$ cat src/rtl/multiply_scheduler.sv
// rtl/multiply_scheduler.sv - round-robin scheduler sharing one serial shift-and-add multiplier (option: MULT_SCHED_ZERO_BYPASS_EN)

module mult_shift_add #(
    parameter int N = 8
) (
    input  logic           i_clock,
    input  logic           i_reset,
    input  logic           i_start,
    input  logic [N-1:0]   i_multiplicand,
    input  logic [N-1:0]   i_multiplier,
    output logic           o_finished,
    output logic [2*N-1:0] o_product
);
    localparam int CW = $clog2(N + 1);

    logic [2*N-1:0] acc_q, acc_d;
    logic [2*N-1:0] mcand_q, mcand_d;
    logic [N-1:0]   mplier_q, mplier_d;
    logic [CW-1:0]  cnt_q, cnt_d;
    logic           run_q, run_d;
    logic [2*N-1:0] sum;

    // The final partial product is added combinationally so finished lands N cycles after start.
    always_comb begin
        sum        = acc_q + ({2*N{mplier_q[0]}} & mcand_q);
        o_product  = sum;
        o_finished = run_q && (cnt_q == CW'(1));
        acc_d      = acc_q;
        mcand_d    = mcand_q;
        mplier_d   = mplier_q;
        cnt_d      = cnt_q;
        run_d      = run_q;
        if (i_start) begin
            acc_d    = '0;
            mcand_d  = {{N{1'b0}}, i_multiplicand};
            mplier_d = i_multiplier;
            cnt_d    = CW'(N);
            run_d    = 1'b1;
        end else if (run_q) begin
            acc_d    = sum;
            mcand_d  = mcand_q << 1;
            mplier_d = mplier_q >> 1;
            cnt_d    = cnt_q - CW'(1);
            run_d    = (cnt_q != CW'(1));
        end
    end

    always_ff @(posedge i_clock) begin
        if (i_reset) begin
            acc_q    <= '0;
            mcand_q  <= '0;
            mplier_q <= '0;
            cnt_q    <= '0;
            run_q    <= 1'b0;
        end else begin
            acc_q    <= acc_d;
            mcand_q  <= mcand_d;
            mplier_q <= mplier_d;
            cnt_q    <= cnt_d;
            run_q    <= run_d;
        end
    end
endmodule

module multiply_scheduler #(
    parameter int N = 8,
    parameter int R = 4,
    localparam int W = $clog2(R)
) (
    input  logic           i_clock,
    input  logic           i_reset,
    input  logic [R-1:0]   i_req_valid,
    output logic [R-1:0]   o_req_ready,
    input  logic [R*N-1:0] i_req_multiplicand,
    input  logic [R*N-1:0] i_req_multiplier,
    output logic           o_rsp_valid,
    input  logic           i_rsp_ready,
    output logic [W-1:0]   o_rsp_id,
    output logic [2*N-1:0] o_rsp_product,
    output logic           o_busy
);
    localparam logic [1:0] S_IDLE  = 2'd0;
    localparam logic [1:0] S_START = 2'd1;
    localparam logic [1:0] S_WAIT  = 2'd2;
    localparam logic [1:0] S_RESP  = 2'd3;

    logic [1:0]     state_q, state_d;
    logic [W-1:0]   rr_ptr_q, rr_ptr_d;
    logic [W-1:0]   id_q, id_d;
    logic [N-1:0]   mcand_q, mcand_d;
    logic [N-1:0]   mplier_q, mplier_d;
    logic [2*N-1:0] rsp_product_q, rsp_product_d;

    logic [N-1:0]   req_a [R];
    logic [N-1:0]   req_b [R];
    logic           grant_valid;
    logic [W-1:0]   grant_idx;
    logic [W-1:0]   cand;
    logic           mult_start;
    logic           mult_finished;
    logic [2*N-1:0] mult_product;

    mult_shift_add #(.N(N)) u_mult (
        .i_clock        (i_clock),
        .i_reset        (i_reset),
        .i_start        (mult_start),
        .i_multiplicand (mcand_q),
        .i_multiplier   (mplier_q),
        .o_finished     (mult_finished),
        .o_product      (mult_product)
    );

    // First valid requester at or after rr_ptr, wrapping modulo R.
    always_comb begin
        grant_valid = 1'b0;
        grant_idx   = '0;
        cand        = '0;
        for (int i = 0; i < R; i++) begin
            req_a[i] = i_req_multiplicand[i*N +: N];
            req_b[i] = i_req_multiplier[i*N +: N];
            cand     = W'((int'(rr_ptr_q) + i) % R);
            if (!grant_valid && i_req_valid[cand]) begin
                grant_valid = 1'b1;
                grant_idx   = cand;
            end
        end
    end

    always_comb begin
        state_d       = state_q;
        rr_ptr_d      = rr_ptr_q;
        id_d          = id_q;
        mcand_d       = mcand_q;
        mplier_d      = mplier_q;
        rsp_product_d = rsp_product_q;
        o_req_ready   = '0;
        mult_start    = 1'b0;
        case (state_q)
            S_IDLE: begin
                if (grant_valid && !i_reset) begin
                    o_req_ready[grant_idx] = 1'b1;
                    id_d     = grant_idx;
                    mcand_d  = req_a[grant_idx];
                    mplier_d = req_b[grant_idx];
                    rr_ptr_d = (grant_idx == W'(R - 1)) ? '0 : grant_idx + W'(1);
`ifdef MULT_SCHED_ZERO_BYPASS_EN
                    if ((req_a[grant_idx] == '0) || (req_b[grant_idx] == '0)) begin
                        rsp_product_d = '0;
                        state_d       = S_RESP;
                    end else begin
                        state_d = S_START;
                    end
`else
                    state_d = S_START;
`endif
                end
            end
            S_START: begin
                mult_start = 1'b1;
                state_d    = S_WAIT;
            end
            S_WAIT: begin
                if (mult_finished) begin
                    rsp_product_d = mult_product;
                    state_d       = S_RESP;
                end
            end
            S_RESP: begin
                if (i_rsp_ready) begin
                    state_d = S_IDLE;
                end
            end
            default: state_d = S_IDLE;
        endcase
    end

    always_ff @(posedge i_clock) begin
        if (i_reset) begin
            state_q       <= S_IDLE;
            rr_ptr_q      <= '0;
            id_q          <= '0;
            mcand_q       <= '0;
            mplier_q      <= '0;
            rsp_product_q <= '0;
        end else begin
            state_q       <= state_d;
            rr_ptr_q      <= rr_ptr_d;
            id_q          <= id_d;
            mcand_q       <= mcand_d;
            mplier_q      <= mplier_d;
            rsp_product_q <= rsp_product_d;
        end
    end

    assign o_rsp_valid   = (state_q == S_RESP);
    assign o_busy        = (state_q != S_IDLE);
    assign o_rsp_id      = id_q;
    assign o_rsp_product = rsp_product_q;
endmodule
$ cat config.mk
export PLATFORM = sky130hd
export DESIGN_NAME = multiply_scheduler
export DESIGN_NICKNAME = d
export VERILOG_FILES = /design/src/rtl/multiply_scheduler.sv
export SDC_FILE = /design/constraint.sdc
export NUM_CORES = 1
export LEC_CHECK = 0
export ABC_AREA = 0
export CAP_MARGIN = 20
export CELL_PAD_IN_SITES_DETAIL_PLACEMENT = 0
export CELL_PAD_IN_SITES_GLOBAL_PLACEMENT = 2
export CORE_MARGIN = 2
export CORE_UTILIZATION = 30
export CTS_BUF_LIST = sky130_fd_sc_hd__clkbuf_4 sky130_fd_sc_hd__clkbuf_8 sky130_fd_sc_hd__clkbuf_16
export CTS_CLUSTER_SIZE = 28
export DETAILED_ROUTE_END_ITERATION = 10
export PLACE_DENSITY_LB_ADDON = 0.1
export SETUP_SLACK_MARGIN = 0.15
export SLEW_MARGIN = 40
export SYNTH_ARGS = -nofsm -noshare
export SYNTH_HDL_FRONTEND = slang
export SYNTH_SLANG_ARGS = --single-unit
$ cat constraint.sdc
create_clock -name i_clock -period 3.3 [get_ports i_clock]
set_input_delay 0.33 -clock i_clock [delete_from_list [all_inputs] [get_ports i_clock]]
set_output_delay 0.33 -clock i_clock [all_outputs]
set_load 0.005 [all_outputs]
Figure 1. Gate-type map (run 1).
Drawn at 4 px/µm.
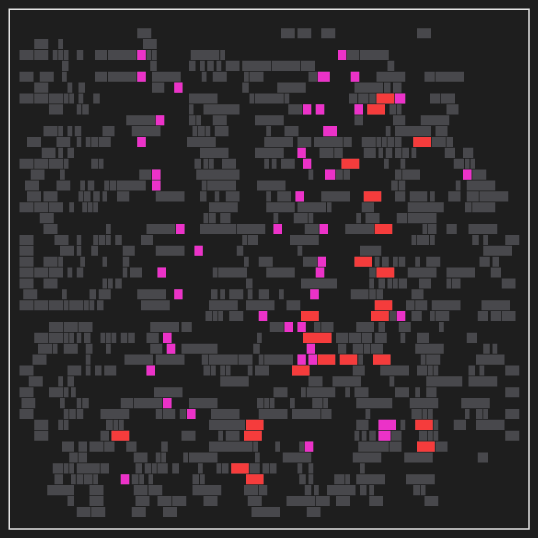
Key: and/or cells = magenta [cells 45]; fa/ha/maj cells = red [cells 23, most used ha_1]

Figure 2. Cell sizes after repair (run 1).
Drawn at 4 px/µm.
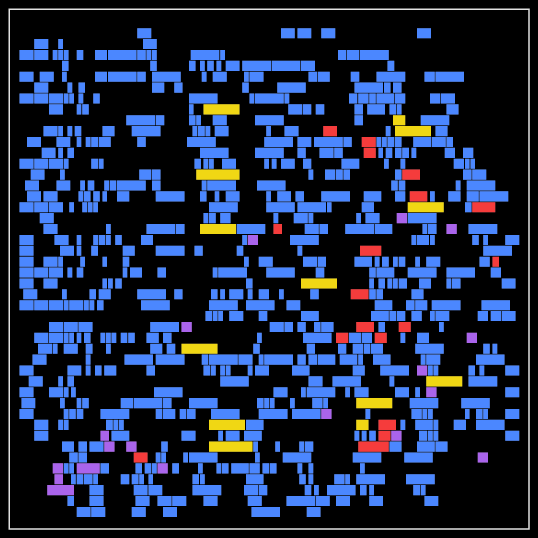
Key: _0 and _1 cells = blue [cells 626, share 93%]; _3 and _4 cells = purple [cells 18, share 2.7%]; _6 and larger = yellow [cells 13, share 1.9%]; _2 cells = red [cells 18, share 2.7%]

Figure 3. Placed standard cells (run 1).
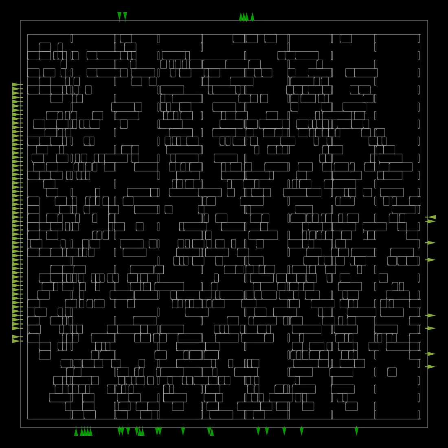
num rows: 45
Cell Count, Final, Fillers Out: 886
fin util: 0.401

==> results.cfg, run 1 <==
; synthesis and place-and-route metrics
[outcome]
status = finished clean

[critical_path]
worstPathRequired_ps = 2970
startpoint_type = primary input
crit_family = buffers and inverters
arrival_ps = 2490
crit_end = o_req_ready[3]

[floorplan]
fp-utilization = 0.309
ios = 95
dieHeight_um = 130
well_tap_count = 211

[finish]
buffer_area_frac = 0.166
clock_buffers = 9
fillCellCount = 1607
lay_top_cells = nand2_1, clkdlybuf4s50_1, dfxtp_1
antenna_cells = 0
lay_top_count = nand2_1
comb_area_um2 = 2820
flop_area_um2 = 1660
ff_count = 83
sh_comb_area = 0.459

[route]
wl_met3_um = 479
vias = 4253
dr.pass1.iters = 4
routed_wl_um = 12700
vias_per_cell = 4.80
avgRoutedWirePerCell_um = 14.4
drt_iter0_drc = 214

[cts]
cts_sinks = 83
post_cts_resize_count = 0
cts-buffers-inserted = 9

[logic_synthesis]
netlist.area_leader.share = 0.351
ys_cells = 593
yosys_register_bits = 83
top_area_cell = dfxtp_1
common_cells = nand2_1, dfxtp_1, nor2_1
most_common_cell = nand2_1
ff_type = dfxtp_1
ys_sh_simple = 0.282
ys_types = 60

[sta]
fin_crit_sh = 0.855
maxSlewViolCount = 0
hold_viol = 0
finalCriticalPeriod_ps = 2820
tns_ps = 0

[place]
dpl_worst_slack_ps = 458
gp_congestion = 0.852
placed_area_um2 = 5820

[power_and_ir_drop]
p_sw_uw = 1340
peakVddDrop_mv = 0.338
power.share.clock = 0.293

[global_route]
grt_pass1_vias = 4192
grt_overflow = 0
use_met1 = 0.223

[worst_hold_path]
holdPathEnd = u_mult.mcand_q[7]$_SDFFE_PP0P_

[run]
warnings = 30
==> run 2: changes to the inputs <==
- CTS_CLUSTER_DIAMETER: not set -> 200
Figure 4. Placed standard cells (run 2).
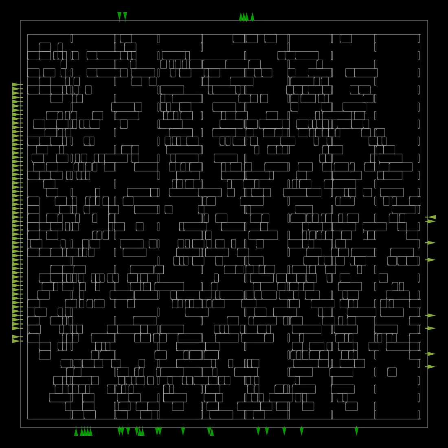
flop share of the area: 0.270
fill count: 1607
# Taps: 211
core box area: 15300 µm²
FFs & Latches: 83

==> results.cfg, run 2 <==
; synthesis and place-and-route metrics
[outcome]
status = finished clean

[power_and_ir_drop]
p_total_uw = 3780
sw_frac_of_total = 0.355
p_comb_uw = 1350
power.density_nw_per_um2 = 615
power.share.clock = 0.293
power_frac_comb = 0.356
peakVddDrop_mv = 0.338
pg_clk_uw = 1110
powerSeq_uw = 1320
p_sw_uw = 1340
seqPwrFrac = 0.351

[sta]
fin_worst_skew_ps = 5.71
layout_setup_ws_ps = 477
maxSlewViolCount = 0
finalCriticalPeriod_ps = 2820
tns_ps = 0
setup_viol = 0
fin_crit_sh = 0.855
hold_viol = 0

[route]
vias_per_cell = 4.80
wl_met2_um = 5570
avgRoutedWirePerCell_um = 14.4
wl_met3_um = 479
vias = 4253
drt_iter0_drc = 214
routed_wl_um = 12700
dr.pass1.iters = 4

[critical_path]
crit_end = o_req_ready[3]
cp_max_fo = 17
crit_type = in -> out
startpoint_type = primary input
endpoint_kind = output pin
worstPathRequired_ps = 2970
crit_family = buffers and inverters
slowest_delay_ps = 550
arrival_ps = 2490
reg2reg_depth = 9

[logic_synthesis]
fa_ha_area_frac = 0.0624
common_cells = nand2_1, dfxtp_1, nor2_1
most_common_cell = nand2_1
synthArstFlopShare = 0
ys_types = 60
yosys_register_bits = 83
ys_cells = 593
xor_area_frac = 0.0241
yosys.stat.seqShare = 0.351
syn_area_per_cell_um2 = 7.98
ff_type = dfxtp_1
ys_sh_simple = 0.282
compound_area_frac = 0.158
synth_cells = 593
syn_area_um2 = 4730
top_area_cell = dfxtp_1
netlist.area_leader.share = 0.351

[worst_hold_path]
min_from = i_reset
hold_class = in -> reg
holdPathEnd = u_mult.mcand_q[7]$_SDFFE_PP0P_

[place]
dpl_worst_slack_ps = 458
placed_area_um2 = 5820
gp_congestion = 0.852
portBuffers = 94

[floorplan]
dieHeight_um = 130
fp-utilization = 0.309
ios = 95
std_cell_rows = 45

[cts]
cts_tree = built
cts_sinks = 83
postCtsSetupBuffers = 0
cts-buffers-inserted = 9
post_cts_resize_count = 0

[finish]
fin_nets = 764
fin_util = 0.401
stdcell_area_um2 = 6150
lay_top_count = nand2_1
flop_area_um2 = 1660
nNonClkBuffers = 105
buffer_area_frac = 0.166
drive_gt1_frac = 0.0726
fin_cells = 886
lay_top_cells = nand2_1, clkdlybuf4s50_1, dfxtp_1
antenna_cells = 0
comb_area_um2 = 2820
sh_comb_area = 0.459
clock_buffers = 9

[global_route]
gr-usage-met3 = 0.0306
use_met1 = 0.223
grt_pass1_vias = 4192
grt_overflow = 0

[run]
warnings = 30
Figure 5. Gate-type map (run 2).
Drawn at 4 px/µm.
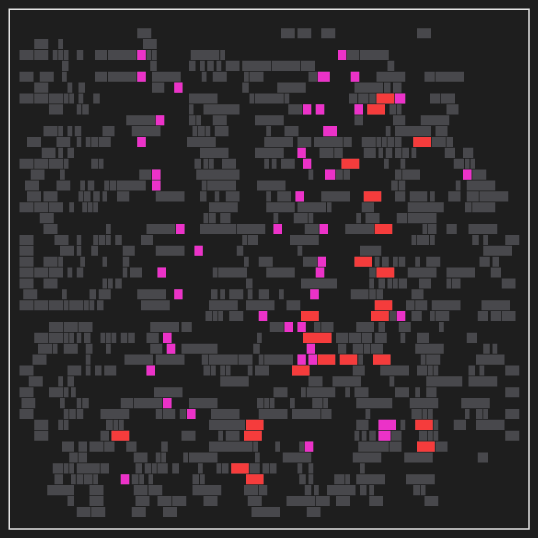
Key: and/or cells = magenta [cells 45]; fa/ha/maj cells = red [cells 23, most used ha_1]

==> run 3: changes to the inputs <==
- GPL_ROUTABILITY_DRIVEN: not set -> 1
Figure 6. I/O nets highlighted (run 3).
Drawn at 2 px/µm.
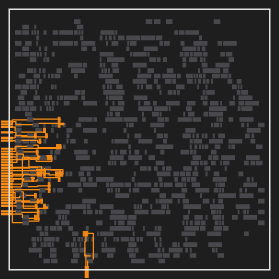
Key: i_req_multiplicand = orange [direction input, edge 30 left, 2 bottom, end cells 32, buffers 32, wire 605 µm]

Figure 7. Cell sizes after repair (run 3).
Drawn at 4 px/µm.
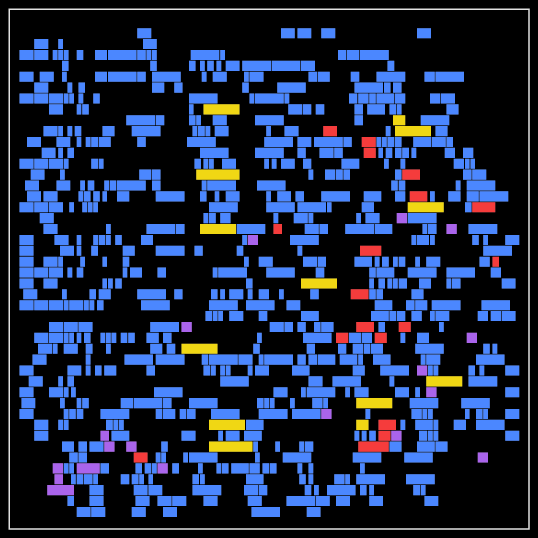
Key: _0 and _1 cells = blue [cells 626, share 93%]; _6 and larger = yellow [cells 13, share 1.9%]; _3 and _4 cells = purple [cells 18, share 2.7%]; _2 cells = red [cells 18, share 2.7%]

==> results.cfg, run 3 <==
; synthesis and place-and-route metrics
[outcome]
status = finished clean

[finish]
flop_area_um2 = 1660
ff_count = 83
antenna_cells = 0
sh_comb_area = 0.459
buffer_area_frac = 0.166
drive_gt1_frac = 0.0726
lay_top_count = nand2_1
fin_util = 0.401
stdcell_area_um2 = 6150
lay_top_cells = nand2_1, clkdlybuf4s50_1, dfxtp_1
seq-cell-share = 0.270
fin_cells = 886
fin_nets = 764
clock_buffers = 9
fillCellCount = 1607
comb_area_um2 = 2820
nNonClkBuffers = 105

[power_and_ir_drop]
p_comb_uw = 1350
pg_clk_uw = 1110
power.density_nw_per_um2 = 615
sw_frac_of_total = 0.355
peakVddDrop_mv = 0.338
power_frac_comb = 0.356
seqPwrFrac = 0.351
power.share.clock = 0.293
p_sw_uw = 1340
powerSeq_uw = 1320

[cts]
postCtsSetupBuffers = 0
post_cts_resize_count = 0
cts_tree = built

[critical_path]
crit_family = buffers and inverters
startpoint_type = primary input
worstPathRequired_ps = 2970
crit_end = o_req_ready[3]
cp_max_fo = 17
slowest_delay_ps = 550
endpoint_kind = output pin
crit_type = in -> out

[sta]
fin_worst_skew_ps = 5.71
tns_ps = 0
layout_setup_ws_ps = 477
maxSlewViolCount = 0
hold_viol = 0
setup_viol = 0

[logic_synthesis]
xor_area_frac = 0.0241
ff_type = dfxtp_1
synthArstFlopShare = 0
ys_sh_simple = 0.282
yosys_register_bits = 83
ys_types = 60
fa_ha_area_frac = 0.0624
ys_cells = 593
netlist.area_leader.share = 0.351
compound_area_frac = 0.158
yosys.stat.seqShare = 0.351
syn_area_per_cell_um2 = 7.98
syn_area_um2 = 4730
common_cells = nand2_1, dfxtp_1, nor2_1

[global_route]
use_met1 = 0.223
gr-usage-met3 = 0.0306
grt_overflow = 0

[place]
portBuffers = 94
placed_area_um2 = 5820
gp_congestion = 0.852
dpl_worst_slack_ps = 458

[worst_hold_path]
holdPathEnd = u_mult.mcand_q[7]$_SDFFE_PP0P_
min_from = i_reset
hold_class = in -> reg

[route]
vias = 4253
vias_per_cell = 4.80
wl_met2_um = 5570
routed_wl_um = 12700
avgRoutedWirePerCell_um = 14.4
drt_iter0_drc = 214

[run]
warnings = 30

[floorplan]
fp.dieW_um = 130
std_cell_rows = 45
ios = 95
dieHeight_um = 130
fp-utilization = 0.309
well_tap_count = 211
